[config.mk]
export PLATFORM = sky130hd
export DESIGN_NAME = load_align_unit
export DESIGN_NICKNAME = d
export VERILOG_FILES = /design/src/rtl/cpu_pkg.sv /design/src/rtl/lane_extract_ext.sv /design/src/rtl/load_align_unit.sv
export SDC_FILE = /design/constraint.sdc
export NUM_CORES = 1
export LEC_CHECK = 0
export CORE_UTILIZATION = 45
export DETAILED_ROUTE_END_ITERATION = 6
export HOLD_SLACK_MARGIN = 0.06
export PLACE_DENSITY = 0.67
export SYNTH_ARGS = -nofsm -noshare
export SYNTH_HDL_FRONTEND = slang
export SYNTH_HIERARCHICAL = 1
export SYNTH_SLANG_ARGS = --single-unit
[constraint.sdc]
create_clock -name clk -period 2.8 [get_ports clk]
set_clock_uncertainty 0.05 [all_clocks]
set_input_delay 0.28 -clock clk [delete_from_list [all_inputs] [get_ports clk]]
set_output_delay 0.28 -clock clk [all_outputs]
set_load 0.005 [all_outputs]
[src/rtl/cpu_pkg.sv]
// Shared load/store encodings, the load-align state encoding and a size helper.
package cpu_pkg;

  localparam logic [1:0] LS_RSVD = 2'b00;
  localparam logic [1:0] LS_WORD = 2'b01;
  localparam logic [1:0] LS_HALF = 2'b10;
  localparam logic [1:0] LS_BYTE = 2'b11;

  localparam int LS_SIZE_LSB = 0;
  localparam int LS_SIZE_MSB = 1;
  localparam int LS_SIGN_BIT = 2;

  localparam logic [1:0] ST_IDLE  = 2'd0;
  localparam logic [1:0] ST_WAIT2 = 2'd1;
  localparam logic [1:0] ST_HOLD  = 2'd2;

  typedef enum logic [1:0] {
    S_IDLE  = ST_IDLE,
    S_WAIT2 = ST_WAIT2,
    S_HOLD  = ST_HOLD
  } la_state_e;

  // Field order matches the ls_ctrl bus: [2] sign, [1:0] size.
  typedef struct packed {
    logic       sign;
    logic [1:0] size;
  } ls_ctrl_t;

  // Access width in bytes; reserved encoding yields 0.
  function automatic logic [4:0] ls_bytes(input logic [1:0] size, input logic [4:0] word_bytes);
    case (size)
      LS_WORD: ls_bytes = word_bytes;
      LS_HALF: ls_bytes = 5'd2;
      LS_BYTE: ls_bytes = 5'd1;
      default: ls_bytes = 5'd0;
    endcase
  endfunction

endpackage

[src/rtl/lane_extract_ext.sv]
// Combinational lane select + extend: shifts a two-word window right by the byte
// offset, keeps the low size bytes and fills the rest with zero or the field MSB.
module lane_extract_ext
  import cpu_pkg::*;
#(
  parameter int DATA_W = 32,
  parameter int OFF_W  = 2
) (
  input  logic [2*DATA_W-1:0] i_merged,
  input  logic [OFF_W-1:0]    i_off,
  input  logic [1:0]          i_size,
  input  logic                i_sign,
  output logic [DATA_W-1:0]   o_data
);

  localparam int NB = DATA_W / 8;

  logic [NB-1:0][7:0] w_src;
  logic [4:0]         w_nbytes;
  logic               w_msb;
  logic               w_fill;

  assign w_src    = DATA_W'(i_merged >> {i_off, 3'b000});
  assign w_nbytes = ls_bytes(i_size, 5'(NB));

  always_comb begin
    w_msb = 1'b0;
    for (int b = 0; b < NB; b++)
      if (5'(b + 1) == w_nbytes) w_msb = w_src[b][7];
  end

  // Full-width word loads never reach the fill path, so sign is a no-op there.
  assign w_fill = i_sign & w_msb;

  for (genvar b = 0; b < NB; b++) begin : g_lane
    assign o_data[b*8 +: 8] = (5'(b) < w_nbytes) ? w_src[b] : {8{w_fill}};
  end

endmodule

[src/rtl/load_align_unit.sv]
// Load alignment stage: picks the addressed byte/half/word out of the MDR, merges a
// second beat for word-crossing loads (or traps), and holds the result on valid/ready.
module load_align_unit
  import cpu_pkg::*;
#(
  parameter int DATA_W          = 32,
  parameter bit ALLOW_UNALIGNED = 1'b1,
  localparam int NB             = DATA_W / 8,
  localparam int OFF_W          = $clog2(NB)
) (
  input  logic              clk,
  input  logic              reset_n,
  input  logic              req_valid,
  output logic              req_ready,
  input  logic [2:0]        ls_ctrl,
  input  logic [OFF_W-1:0]  addr_off,
  input  logic [DATA_W-1:0] Data_MDR,
  output logic              mem2_req,
  input  logic              mem2_valid,
  output logic              out_valid,
  input  logic              out_ready,
  output logic [DATA_W-1:0] Data_out,
  output logic              misalign_exc
);

  la_state_e           r_state, w_nstate;
  ls_ctrl_t            r_ctrl;
  logic [OFF_W-1:0]    r_off;
  logic [DATA_W-1:0]   r_first;
  logic [DATA_W-1:0]   r_data;
  logic                r_exc;

  ls_ctrl_t            w_req_ctrl;
  logic [4:0]          w_req_bytes;
  logic [4:0]          w_end;
  logic                w_cross;
  logic                w_rsvd;
  logic                w_accept;
  logic                w_load_out;
  logic                w_exc;

  logic [2*DATA_W-1:0] w_merged;
  logic [OFF_W-1:0]    w_off;
  ls_ctrl_t            w_ctrl;
  logic [DATA_W-1:0]   w_ext;

  assign w_req_ctrl  = ls_ctrl_t'(ls_ctrl);
  assign w_req_bytes = ls_bytes(w_req_ctrl.size, 5'(NB));
  assign w_end       = 5'(addr_off) + w_req_bytes;
  assign w_cross     = w_end > 5'(NB);
  assign w_rsvd      = (w_req_ctrl.size == LS_RSVD);
  assign w_accept    = req_valid & req_ready;

  // One extractor serves both paths: live MDR in IDLE, latched first beat + MDR in WAIT2.
  always_comb begin
    if (r_state == S_WAIT2) begin
      w_merged = {Data_MDR, r_first};
      w_off    = r_off;
      w_ctrl   = r_ctrl;
    end else begin
      w_merged = {{DATA_W{1'b0}}, Data_MDR};
      w_off    = addr_off;
      w_ctrl   = w_req_ctrl;
    end
  end

  lane_extract_ext #(
    .DATA_W (DATA_W),
    .OFF_W  (OFF_W)
  ) u_lane_extract_ext (
    .i_merged (w_merged),
    .i_off    (w_off),
    .i_size   (w_ctrl.size),
    .i_sign   (w_ctrl.sign),
    .o_data   (w_ext)
  );

  always_ff @(posedge clk or negedge reset_n) begin
    if (!reset_n) r_state <= S_IDLE;
    else          r_state <= w_nstate;
  end

  always_comb begin
    w_nstate   = r_state;
    w_load_out = 1'b0;
    w_exc      = 1'b0;
    case (r_state)
      S_IDLE: begin
        if (req_valid) begin
          if (w_rsvd || (w_cross && !ALLOW_UNALIGNED)) begin
            w_exc = 1'b1;
          end else if (w_cross) begin
            w_nstate = S_WAIT2;
          end else begin
            w_nstate   = S_HOLD;
            w_load_out = 1'b1;
          end
        end
      end
      S_WAIT2: begin
        if (mem2_valid) begin
          w_nstate   = S_HOLD;
          w_load_out = 1'b1;
        end
      end
      S_HOLD: begin
        if (out_ready) w_nstate = S_IDLE;
      end
      default: w_nstate = S_IDLE;
    endcase
  end

  always_ff @(posedge clk or negedge reset_n) begin
    if (!reset_n) begin
      r_ctrl  <= '0;
      r_off   <= '0;
      r_first <= '0;
      r_data  <= '0;
      r_exc   <= 1'b0;
    end else begin
      r_exc <= w_exc;
      if (w_accept) begin
        r_ctrl  <= w_req_ctrl;
        r_off   <= addr_off;
        r_first <= Data_MDR;
      end
      if (w_load_out) r_data <= w_ext;
    end
  end

  assign req_ready    = (r_state == S_IDLE);
  assign mem2_req     = (r_state == S_WAIT2);
  assign out_valid    = (r_state == S_HOLD);
  assign Data_out     = r_data;
  assign misalign_exc = r_exc;

endmodule

==> job_summary.md <==
## PnR job results

| Metric | Value |
|---|---|
| Min Hold Slack | 417 ps |
| R2R depth | 13 |
| Final setup viols | 24 |
| Nets | 791 |
| Area of the mapped netlist | 5560 um2 |
| Most numerous logic cell after layout | nand2_1 |
| Max-slew headroom | 0.420 |
| Power, Total | 5.86 mW |
| Comb pwr share | 0.512 |
| Nets at Floorplan | 679 |
| Port bufs | 77 |
| Hold Path Stages | 2 |
| Top Layout Cells | nand2_1 (204), clkdlybuf4s50_1 (76), dfrtp_1 (72) |
| Violated checks | setup timing |
| CTS root buf | clkbuf_16 |
| Max_cap viols | 0 |
| Die Ht | 113 um |
| Switching power | 2.10 mW |
| Final Wtd Congestion | 0.914 |
| Crit. Startpoint | r_state[1]$_DFFE_PN0P_ |
| Worst-case vdd ir drop | 0.000383 V |
| Remaining antenna violation count | 0 |
| Clock share of power | 0.191 |
| RSZ-0062 raised after global routing | true |
| Worst r2r dst | Data_out[7]$_DFFE_PN0P_ |
| First-pass GRT wire length | 24900 um |
| PD cells | 766 nW/um2 |
| P_int | 3.76 mW |
| Rows | 40 |
| CTS Buf Count | 9 |
| Crit path kind | reg -> reg |
| Worst Path Arrival | 3140 ps |
| Critical Path Source Type | flip-flop |
| Status | complete, but fails checks |
| Worst R2R Start | r_state[1]$_DFFE_PN0P_ |
| Initial antenna violation count | 0 |
| Die area | 12800 um2 |
| Reg2reg setup slack | -120 ps |
| Core area | 12000 um2 |
| Flop pwr share | 0.297 |
| Stage-log warning count | 33 |
| DRC Markers | 0 |
| CTS tree | built |
| Clock Sinks | 72 |
| Vias in the first global route | 4880 |
| Endpoint class of the critical path | flip-flop |
| Pin count of the biggest net entering global routing | 43 |
| Pleak | 3.50 nW |
| Required time worst endpoint | 3020 ps |
| Worst Tran Pin Value | 870 ps |
| Final worst slack | -120 ps |
| I/O pin count | 78 |
[worst max-delay path, cell delays in order (launching register included)]
cell	delay, ps
dfrtp_1	410
nor2b_4	270
mux2_4	370
buf_4	160
ha_2	210
nor3b_2	240
o21ai_2	90
a41o_4	250
buf_12	150
mux2i_2	180
buf_4	150
and3_1	130
o211ai_1	90
o211ai_2	90
[through the flow]
| stage | std cells | area, um2 | worst slack, ps | utilization | TNS [ps] |
|---|---|---|---|---|---|
| floorplan | 628 | 5570 | 9.73 | - | 0 |
| global placement | 871 | 6910 | -265 | 0.576 | -2490 |
| detailed placement | 871 | 6910 | -326 | 0.576 | -4220 |
| CTS | 889 | 7350 | -97.1 | 0.612 | -1230 |
| global route | 891 | 7640 | -200 | 0.636 | -4110 |
| finish | 891 | 7640 | -120 | 0.636 | -1260 |
[registers in the layout (all words and copies together) (netlist names)]
signal	count
Data_out	32
misalign_exc	1
r_ctrl	3
r_first	32
r_off	2
r_state	2
[per-layer routing]
metal | wire [um] | vias to the layer above | track usage | share of wire
met5 | 0 | - | 0 | 0
met2 | 7390 | 152 | 0.402 | 0.48
met3 | 758 | 26 | 0.0552 | 0.049
met4 | 372 | 0 | 0.0807 | 0.024
li1 | - | 2425 | - | -
met1 | 6970 | 2479 | 0.335 | 0.45
[power by group through the flow]
stage | registers (mW) | logic [mW] | clock network (mW)
after global routing | 1.79 | 3.24 | 1.20
after CTS | 1.74 | 2.81 | 1.14
after floorplan | 1.71 | 1.49 | 0
after global placement | 1.73 | 2.65 | 0
final | 1.74 | 3.00 | 1.12
after detailed placement | 1.76 | 2.72 | 0
[how the worst max path moves through the flow]
stage,to
after floorplan,Data_out[16]$_DFFE_PN0P_
after global placement,Data_out[20]$_DFFE_PN0P_
after detailed placement,Data_out[20]$_DFFE_PN0P_
after CTS,Data_out[7]$_DFFE_PN0P_
after global routing,Data_out[4]$_DFFE_PN0P_
final,Data_out[7]$_DFFE_PN0P_
[final cells by class]
| class | count | area [um2] | share of cell area |
|---|---|---|---|
| well taps | 147 | 184 | 0.0241 |
| flip-flops and latches | 72 | 1800 | 0.236 |
| repair buffers | 160 | 1560 | 0.205 |
| clock inverters | 2 | 13.8 | 0.00180 |
| multi-input cells | 490 | 3780 | 0.495 |
| clock buffers | 13 | 270 | 0.0354 |
| inverters | 7 | 26.3 | 0.00344 |
[timing repair]
item / in CTS / in global routing
hold buffers: 1 / 0
endpoints found under the hold margin: 35 / 0
pin swaps: 7 / 14
setup endpoints to repair: 27 / 32
cloned: 1 / 1
buffers inserted: 1 / 1
gates resized: 27 / 46
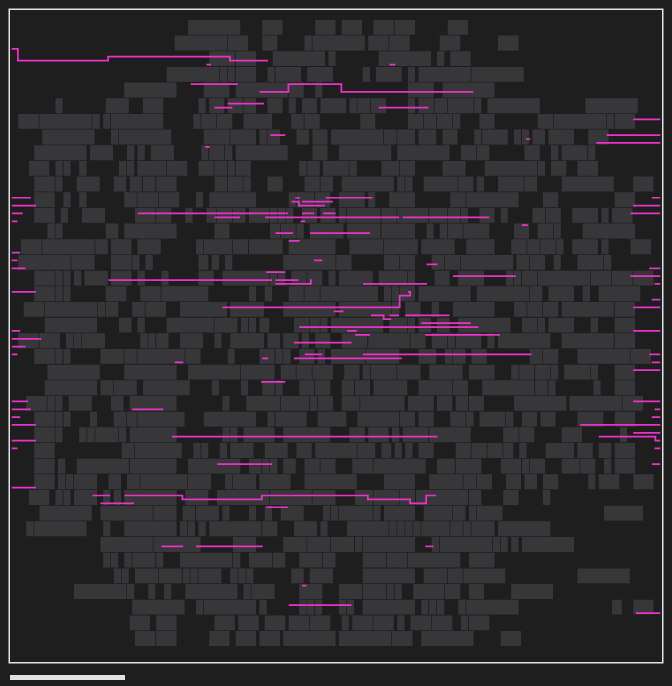
Fig. 1. Metal 3.
Scale bar: 20 um.
wire length on this layer: 758 um
nets with wire on the layer: 86
share of all routed wire: 4.9%
main direction: horizontal
detailed-route via count: 5082
aggregate routed wire length: 15500 um
grt met3 use: 0.0552

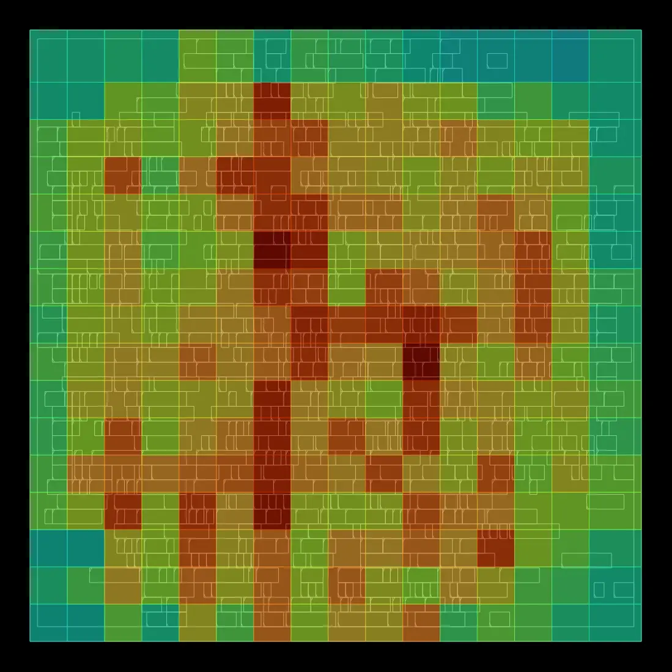
Fig. 2. Congestion heat map.
layer with the highest usage: met2
met1 usage in global routing: 0.335
GRT Total Usage: 0.250

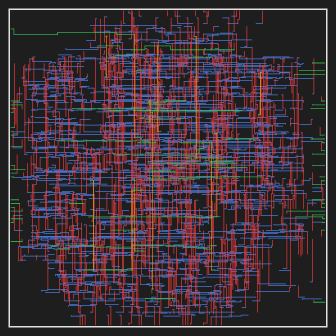
Fig. 3. Routed metal, one color a layer.
[blue] metal 1 | wire length: 6970 um
[red] metal 2 | wire length: 7390 um
[green] metal 3 | wire length: 758 um
[orange] metal 4 | wire length: 373 um
post-DR wirelength/cell: 17.4 um

Power and IR drop assume default switching activity.
